File: src/rtl/bus_arbiter_rr.sv
// Round-robin bus arbiter/router: grants one pending source FIFO at a time and forwards its head packet
// to the destination FIFO(s) decoded from the header. Define ARB_BCAST_EN to enable broadcast decoding of BCAST_ID.
module bus_arbiter_rr #(
  parameter int          drvrs    = 4,
  parameter int          pckg_sz  = 16,
  parameter logic [7:0]  BCAST_ID = 8'hFF
) (
  input  logic                       clk,
  input  logic                       reset,
  input  logic [drvrs-1:0]           pndng,
  input  logic [drvrs*pckg_sz-1:0]   D_pop,
  output logic [drvrs-1:0]           pop,
  input  logic [drvrs-1:0]           full,
  output logic [drvrs-1:0]           push,
  output logic [pckg_sz-1:0]         D_push,
  output logic [$clog2(drvrs)-1:0]   grant_id,
  output logic                       busy,
  output logic [7:0]                 drop_cnt
);
  localparam int IW = $clog2(drvrs);

  typedef enum logic {IDLE, GRANT} state_t;

  state_t             state;
  logic [IW-1:0]      last;
  logic [drvrs-1:0]   mask;

  logic               found;
  logic [IW-1:0]      win;
  logic [pckg_sz-1:0] win_pkt;
  logic [7:0]         id;
  logic [drvrs-1:0]   mask_n;
  logic               blocked;
  logic               go;

  // Search starts one past the last winner and wraps, so every source gets a turn.
  always_comb begin
    found   = 1'b0;
    win     = '0;
    win_pkt = '0;
    for (int i = 1; i <= drvrs; i++) begin
      if (!found && pndng[(int'(last) + i) % drvrs]) begin
        found   = 1'b1;
        win     = IW'((int'(last) + i) % drvrs);
        win_pkt = D_pop[((int'(last) + i) % drvrs)*pckg_sz +: pckg_sz];
      end
    end
  end

  // An ID outside 0..drvrs-1 leaves the mask empty: the packet is popped and dropped.
  always_comb begin
    id     = win_pkt[pckg_sz-1 -: 8];
    mask_n = '0;
    for (int j = 0; j < drvrs; j++)
      mask_n[j] = (int'(id) == j);
`ifdef ARB_BCAST_EN
    if (id == BCAST_ID) begin
      mask_n      = '1;
      mask_n[win] = 1'b0;
    end
`endif
  end

  assign blocked = |(mask & full);
  assign go      = (state == GRANT) && !blocked;
  assign pop     = go ? (drvrs'(1) << grant_id) : '0;
  assign push    = go ? mask : '0;
  assign busy    = (state == GRANT);

  always_ff @(posedge clk or posedge reset) begin
    if (reset) begin
      state    <= IDLE;
      last     <= IW'(drvrs-1);
      grant_id <= '0;
      D_push   <= '0;
      mask     <= '0;
      drop_cnt <= '0;
    end else begin
      case (state)
        IDLE: if (found) begin
          grant_id <= win;
          last     <= win;
          D_push   <= win_pkt;
          mask     <= mask_n;
          state    <= GRANT;
        end
        GRANT: if (!blocked) begin
          state <= IDLE;
          if (mask == '0 && drop_cnt != 8'hFF)
            drop_cnt <= drop_cnt + 8'd1;
        end
        default: state <= IDLE;
      endcase
    end
  end
endmodule

File: config.mk
export PLATFORM = sky130hd
export DESIGN_NAME = bus_arbiter_rr
export DESIGN_NICKNAME = d
export VERILOG_FILES = /design/src/rtl/bus_arbiter_rr.sv
export SDC_FILE = /design/constraint.sdc
export NUM_CORES = 1
export LEC_CHECK = 0
export ABC_AREA = 1
export CAP_MARGIN = 20
export CORE_ASPECT_RATIO = 0.9
export CORE_MARGIN = 5
export CORE_UTILIZATION = 45
export DETAILED_ROUTE_END_ITERATION = 10
export PLACE_DENSITY = 0.77
export SYNTH_ARGS = -nofsm -noshare
export SYNTH_HDL_FRONTEND = slang
export SYNTH_SLANG_ARGS = --single-unit
File: constraint.sdc
create_clock -name clk -period 4.9 [get_ports clk]
set_input_delay 1.225 -clock clk [delete_from_list [all_inputs] [get_ports clk]]
set_output_delay 1.225 -clock clk [all_outputs]
set_load 0.005 [all_outputs]
### PDN straps and rails, run 1

Pins as bars on the die edge. Tap cells in grey.
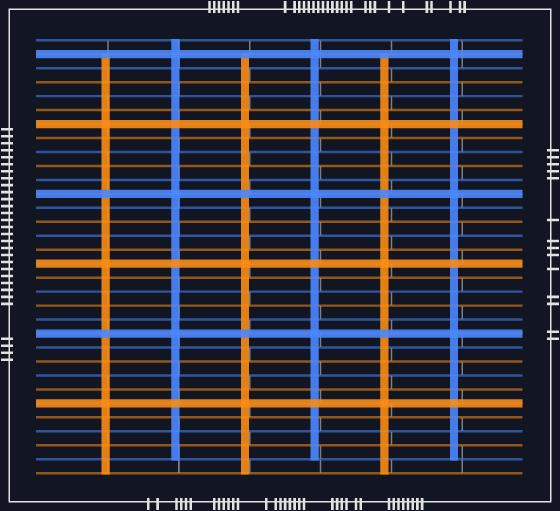
[blue] VDD
[orange] VSS
tap cells: 99
met5 straps: 6
met4 straps: 6
signal pins: 109
Die Span Y: 95.7 um
CORE AREA: 7990 um^2
DIE WIDTH: 105 um

### Routed clock nets over the placement, run 1

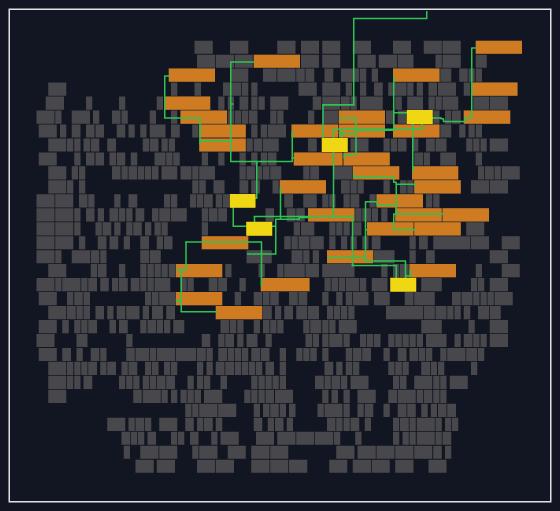
[green] clock wires | length: 448 um
[orange] flip-flops | count: 33
[yellow] clock-net drivers | count: 5
routed clock nets: 6
clk_lat worst skew: 0.28 ns
Setup Skew: 0.00154 ns

==> flow_summary.yaml, run 1 <==
# generated from flow reports
outcome:
  outcome: "completed"
clock_network:
  cts.repair.resized: 0
  path_clk_slew_ns: 0.06
  ctsHoldBuffers: 0
  cts_tree: "yes"
placement:
  dp_hpwl_mm: 8.03
  numPortBuffers: 108
worst_setup_path:
  r2r_cells: 13
  worstPathArrival_ns: 2.91
  crit_family: "buffers and inverters"
  rr_endpoint: "mask[2]"
final_layout:
  n_antenna_cell: 0
  synthToLayoutAreaGrowth_pct: 29.9
min_path:
  min_from: "D_push[3]"
  hold_class: "flip-flop to flip-flop"
  hold_depth: 2
power:
  p_leak_nw: 2.28
  seq-power_mw: 0.557
  power.group.top: "combinational logic"
  pwr-share-seq: 0.168
  p_sw_frac: 0.559
synthesis:
  ys_types: 37
  synth_sequential_area_ratio: 0.226
  synthFlopType: "dfrtp_1"
  ys_ff: 33
  ys_top_cells_by_count: "nand2_1 (233), o21ai_0 (93), nor2_1 (62)"
  yosysWarnings: 0
  top_area_frac: 0.238
die:
  initCoreUtil: 0.459
grt:
  grt_pass1_vias: 4115
  grtUsageMet1: 0.270
  grt_usage: 0.213
final_timing:
  finalSetupViolCount: 0
  maxSlewViolCount: 0
  period_needed_ns: 4.14
  clock.fmax_ghz: 0.242
routing:
  dr.pass1.iters: 4
### Metal 2, run 1

The bar under the picture is 20 um long.
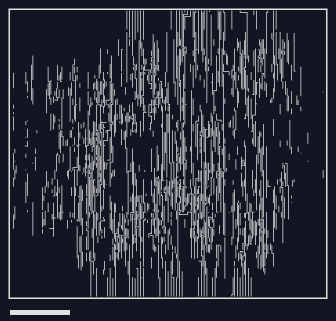
nets with wire on the layer: 625
longest straight run: 31.6 um
Vias: 4288
GR Util met2: 0.375
drt total wl: 10.6 mm

### Placement by cell class, run 1

The bar under the picture is 20 um long. Fill, decap, tap and diode cells in grey.
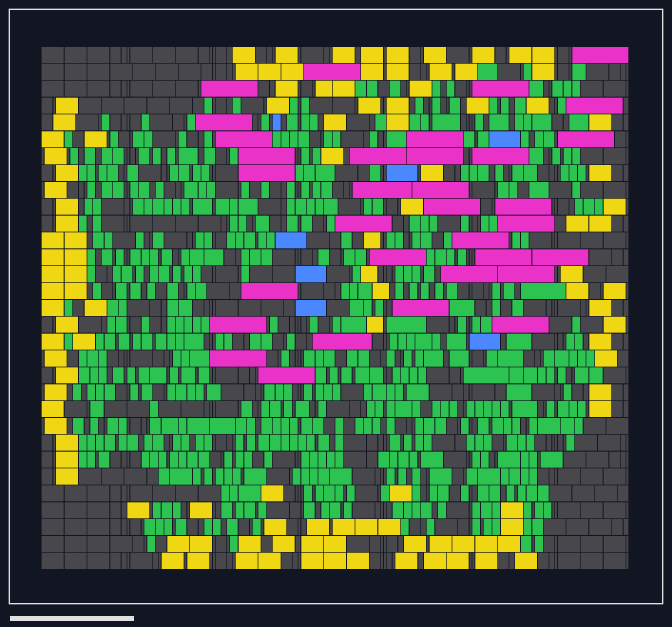
[green] remaining logic cells | cells: 558 | share of their area: 56%
[yellow] remaining buffers and delay cells | cells: 113 | share of their area: 24%
[magenta] sequential cells | cells: 33 | share of their area: 18%
[blue] clock drivers and dummy loads | cells: 7 | share of their area: 1.9%

==> run 1: cell families (layout without fill, tap and decap cells) <==
logic type	Yosys count	after routing	share of synthesized area
adder cells (fa/ha/maj)	1	1	0.00341
AND-OR/OR-AND	118	118	0.174
multiplexers	12	12	0.0327
AND/OR/NAND/NOR	365	365	0.429
XOR/XNOR	6	6	0.0143
buffers and inverters	94	176	0.121
flip-flops	33	33	0.226
==> run 1: through the flow <==
stage | cells | hold slack (ns) | power, mW | setup WS [ns] | area (um^2)
final | 810 | 0.482 | 3.32 | 0.761 | 4770
after global routing | 810 | 0.512 | 3.70 | 0.575 | 4770
after CTS | 810 | 0.489 | 3.32 | 0.752 | 4770
after detailed placement | 803 | 0.472 | 3.11 | 0.752 | 4680
after global placement | 803 | 0.475 | 3.02 | 0.833 | 4680
after floorplan | 629 | 0.470 | 2.48 | 1.85 | 3670
==> run 1: tightest hold or removal path, stage by stage, from the launching register on <==
cell and delay [ns]:
dfrtp_1 0.34, nand2_1 0.06, nand2_1 0.05
==> run 1: area by class of cell <==
class / count / area (um^2)
multi-input cells: 502 / 2400
well taps: 99 / 124
repair buffers: 113 / 1120
clock buffers: 7 / 86.3
inverters: 56 / 213
flip-flops and latches: 33 / 828
fillers: 773 / 3220
==> run 1: worst max-delay path by stage <==
| stage | startpoint | slack (ns) | cells after the start | end |
|---|---|---|---|---|
| floorplan | full[1] | 1.85 | 5 | pop[0] |
| global placement | full[1] | 0.83 | 7 | pop[3] |
| detailed placement | full[3] | 0.75 | 7 | pop[1] |
| CTS | full[3] | 0.75 | 7 | pop[1] |
| global route | full[1] | 0.58 | 7 | pop[3] |
| finish | full[3] | 0.76 | 7 | pop[1] |
==> run 2, diff against run 1 <==
clock period = 3.9 ns   (was 4.9 ns; I/O delays follow)
==> run 2 against run 1 <==
Net effect: area after synthesis stayed put; cell area grew 0.63%; die size is the same; clock skew up 0.0058 ns; non-clock buffer count is 2 higher; sequential power rose by 16%; power increased by 28%; core utilization up 0.38 points; clock power up about 40%; critical path type unchanged; highest routed layer unchanged.
==> flow_summary.yaml, run 2 <==
# generated from flow reports
grt:
  grt_pass1_vias: 4131
  grtUsageMet1: 0.269
  grt_usage: 0.217
  grt_use_met2: 0.386
synthesis:
  ys_sh_adder: 0.00341
  synthFlopType: "dfrtp_1"
  top_logic_kind: "simple AND/OR/NAND/NOR gates"
  ys_sh_xor: 0.0143
  synth_sequential_area_ratio: 0.226
  ys_sh_simple: 0.429
  yosys-mux-area-fraction: 0.0327
  ys_sh_aoi: 0.174
  ys_top_cells_by_count: "nand2_1 (233), o21ai_0 (93), nor2_1 (62)"
  ys_ff: 33
  yosysWarnings: 0
  ys_types: 37
  top_area_frac: 0.238
routing:
  drtIter0Drc: 331
  dr.pass1.iters: 6
  num_vias: 4309
min_path:
  hold_class: "flip-flop to flip-flop"
  min_from: "D_push[3]"
worst_setup_path:
  crit_type: "primary input to output pin"
  worstPathArrival_ns: 2.65
  r2r_cells: 13
  crit_family: "buffers and inverters"
  rr_endpoint: "mask[2]"
placement:
  dpl_cell_area_um2: 4700
  dp_hpwl_mm: 8.28
die:
  initCoreUtil: 0.459
  die_w_um: 105
  coreArea_um2: 7990
  die_y_um: 95.7
final_timing:
  clock.fmax_ghz: 0.276
  maxSlewViolCount: 0
  finalSetupViolCount: 0
  period_needed_ns: 3.62
final_layout:
  n_antenna_cell: 0
  synthToLayoutAreaGrowth_pct: 30.8
clock_network:
  cts.repair.resized: 0
  cts_tree: "yes"
  numCtsBuffers: 5
  ctsHoldBuffers: 0
  clkSinkCount: 33
  path_clk_slew_ns: 0.07
  post_cts.repair.setup_buffers: 0
outcome:
  outcome: "completed"
power:
  pwr-share-seq: 0.153
  p_leak_nw: 2.30
  p_sw_frac: 0.560
run 2: netlist changes by cell type in the layout (fill, tap and decap cells not counted), sizes merged:
cell    previous run  this run
clkinv             0         1
buf                5         7
run 2: power groups by stage:
| stage | clock [mW] | combinational (mW) | sequential [mW] |
|---|---|---|---|
| 2_1_floorplan | 0 | 2.49 | 0.632 |
| 3_3_place_gp | 0 | 3.17 | 0.647 |
| 3_5_place_dp | 0 | 3.27 | 0.651 |
| 4_1_cts | 0.293 | 3.28 | 0.648 |
| 5_1_grt | 0.315 | 3.71 | 0.668 |
| 6_report | 0.291 | 3.31 | 0.648 |
run 2: area by class of cell:
type,count,area [um^2],area share
clock buffer,7,96.3,0.0201
clock inverter,1,5.00,0.00104
inverter,56,213,0.0443
multi-input combinational,502,2400,0.500
sequential,33,828,0.173
tap,99,124,0.0258
timing repair buffer,115,1130,0.236
run 2: per-stage QoR:
stage	util	instances	setup slack, ns	hold WS, ns	total power, mW
6_report	0.600	813	0.276	0.487	4.24
5_1_grt	0.600	813	0.0500	0.505	4.69
4_1_cts	0.600	813	0.257	0.490	4.22
3_5_place_dp	0.588	805	0.255	0.470	3.92
3_3_place_gp	0.588	805	0.334	0.470	3.81
2_1_floorplan	-	629	1.35	0.470	3.12
run 2: worst max path at each step:
stage / to / depth (start not counted) / slack [ns] / start
finish: pop[0] / 7 / 0.28 / full[3]
global route: pop[0] / 7 / 0.05 / full[3]
CTS: pop[0] / 7 / 0.26 / full[3]
detailed placement: pop[0] / 7 / 0.25 / full[3]
global placement: pop[3] / 7 / 0.33 / full[1]
floorplan: pop[0] / 5 / 1.35 / full[1]
run 2: routing by layer:
metal | routed length (um) | vias up
met2 | 5380 | 159
met1 | 4640 | 1940
met3 | 740 | 23
li1 | - | 2187
met5 | 0 | -
met4 | 178 | 0
### Placement by cell class, run 2

The bar under the picture is 20 um long. Fill, decap, tap and diode cells in grey.
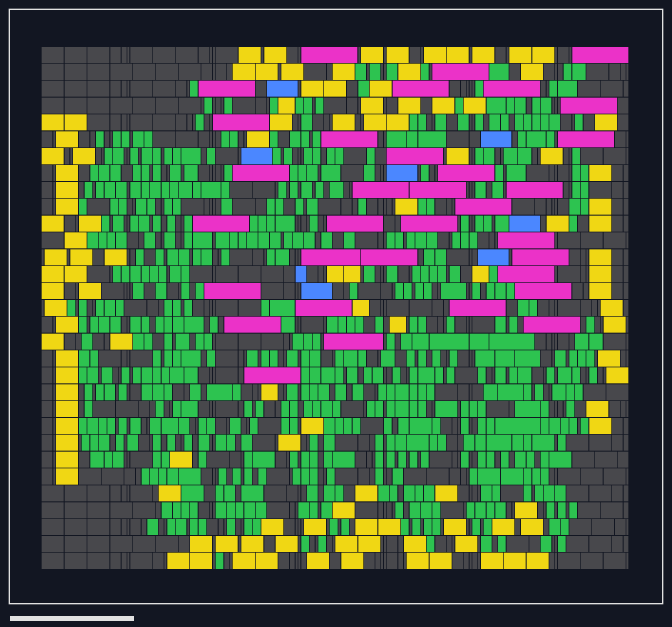
[green] remaining logic cells | cells: 558 | share of their area: 56%
[magenta] sequential cells | cells: 33 | share of their area: 18%
[yellow] remaining buffers and delay cells | cells: 115 | share of their area: 24%
[blue] clock drivers and dummy loads | cells: 8 | share of their area: 2.2%
Rows: 31
Design Area, Final: 4800 um^2
sequential cell area share: 0.173
fin util: 0.600

### Cell placement, run 2

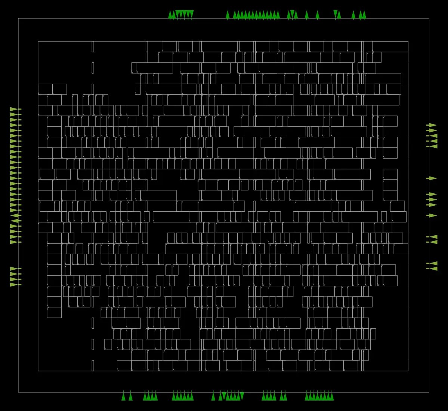
flop count: 33
n_taps: 99
fillcell total: 790
Final Non-Filler Cells: 813

### Routed clock nets over the placement, run 2

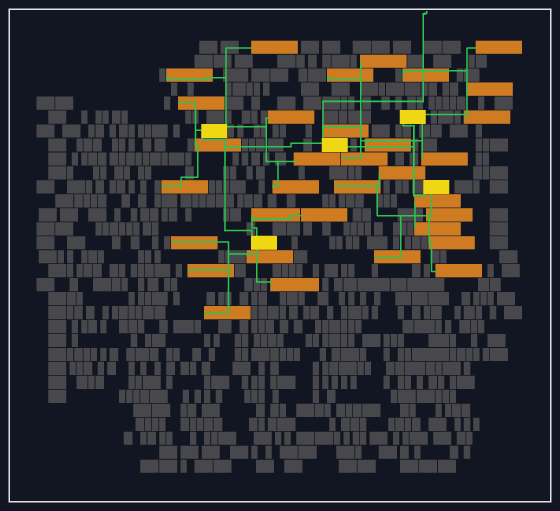
[green] clock wires | length: 466 um
[yellow] clock-net drivers | count: 5
[orange] flip-flops | count: 33
routed clock nets: 6
clock group share of total power: 0.069
clk_lat worst skew: 0.29 ns
clk pwr: 0.291 mW
Setup Skew: 0.00735 ns

==> run 3, diff against run 2 <==
CAP_MARGIN = unset   (was 20)
==> run 3 against run 2 <==
Net effect: synthesized cell count unchanged; sequential power is essentially flat; hold slack unchanged; critical path depth unchanged; via count stayed put; core utilization unchanged; non-clock buffer count unchanged; wire length did not move; cell count unchanged; count of clock-buffer cells in the layout unchanged.
==> flow_summary.yaml, run 3 <==
# generated from flow reports
synthesis:
  yosysWarnings: 0
  ys_ff: 33
  ys_sh_adder: 0.00341
  top_area_frac: 0.238
  synthFlopType: "dfrtp_1"
  synth_sequential_area_ratio: 0.226
  ys_sh_xor: 0.0143
  yosys-mux-area-fraction: 0.0327
  ys_top_cells_by_count: "nand2_1 (233), o21ai_0 (93), nor2_1 (62)"
clock_network:
  cts.repair.resized: 0
  clkSinkCount: 33
  numCtsBuffers: 5
outcome:
  outcome: "completed"
final_timing:
  clock.fmax_ghz: 0.276
  finClkSkew_ns: 0.00735
  finalSetupViolCount: 0
grt:
  grtUsageMet1: 0.269
  grt_use_met2: 0.386
final_layout:
  comb_area_um2: 2400
  ff_latch_area_um2: 828
power:
  p_clk_frac: 0.069
  total_power_mw: 4.24
  pwr-share-seq: 0.153
die:
  initCoreUtil: 0.459
  coreArea_um2: 7990
placement:
  dp.cells: 805
  place_ws_ns: 0.255
worst_setup_path:
  worstPathArrival_ns: 2.65
  crit_type: "primary input to output pin"
min_path:
  min_from: "D_push[3]"
[run 3: cell counts in the layout (fill, tap and decap cells not counted)]
Identical to the previous run, type by type.
[run 3: worst max-delay path: cells and delay by family]
kind / cells / cell delay [ns]
buffers and inverters: 2 / 0.95
AND/OR/NAND/NOR: 4 / 0.57
AND-OR/OR-AND: 1 / 0.16
[run 3: layer usage]
metal / vias up / routed length, um
li1: 2187 / -
met1: 1940 / 4640
met2: 159 / 5380
met3: 23 / 740
met4: 0 / 178
met5: - / 0
[run 3: cell type report]
| class | count | share of cell area |
|---|---|---|
| clock inverter | 1 | 0.00104 |
| sequential | 33 | 0.173 |
| inverter | 56 | 0.0443 |
| multi-input combinational | 502 | 0.500 |
| tap | 99 | 0.0258 |
| timing repair buffer | 115 | 0.236 |
| clock buffer | 7 | 0.0201 |
[run 3: stage by stage]
| stage | util | cell area [um^2] |
|---|---|---|
| final | 0.600 | 4800 |
| after global routing | 0.600 | 4800 |
| after CTS | 0.600 | 4800 |
| after detailed placement | 0.588 | 4700 |
| after global placement | 0.588 | 4700 |
| after floorplan | - | 3670 |
[run 3: worst max-delay path by stage]
stage	end	startpoint	slack [ns]	cells past startpoint
floorplan	pop[0]	full[1]	1.35	5
global placement	pop[3]	full[1]	0.33	7
detailed placement	pop[0]	full[3]	0.25	7
CTS	pop[0]	full[3]	0.26	7
global route	pop[0]	full[3]	0.05	7
finish	pop[0]	full[3]	0.28	7
[run 3: power groups by stage]
stage	Combinational [mW]	Clock, mW	Sequential (mW)
after floorplan	2.49	0	0.632
after global placement	3.17	0	0.647
after detailed placement	3.27	0	0.651
after global routing	3.71	0.315	0.668
final	3.31	0.291	0.648
after CTS	3.28	0.293	0.648
### Placement by cell class, run 3

The bar under the picture is 20 um long. Fill, decap, tap and diode cells in grey.
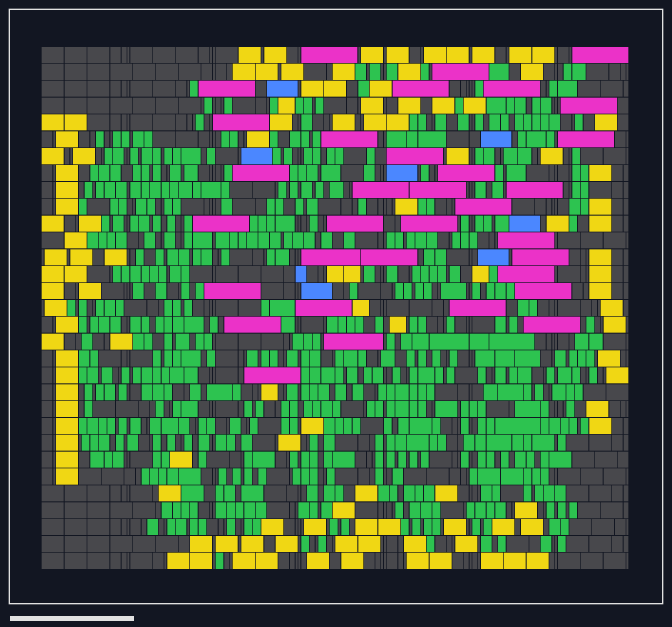
[blue] clock drivers and dummy loads | cells: 8 | share of their area: 2.2%
[green] remaining logic cells | cells: 558 | share of their area: 56%
[yellow] remaining buffers and delay cells | cells: 115 | share of their area: 24%
[magenta] sequential cells | cells: 33 | share of their area: 18%

### Cell placement, run 3

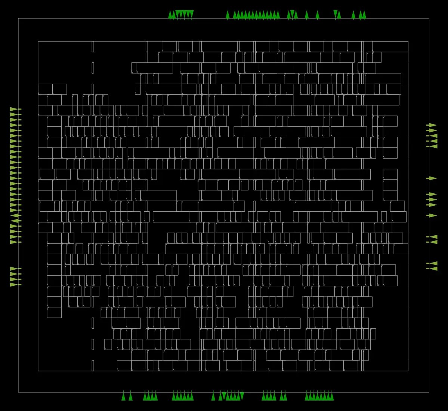

### Metal 2, run 3

The bar under the picture is 20 um long.
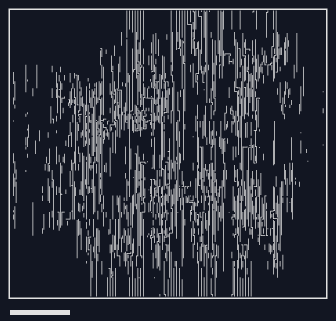
nets with wire on the layer: 624
main direction: vertical

Power and IR drop assume default switching activity.
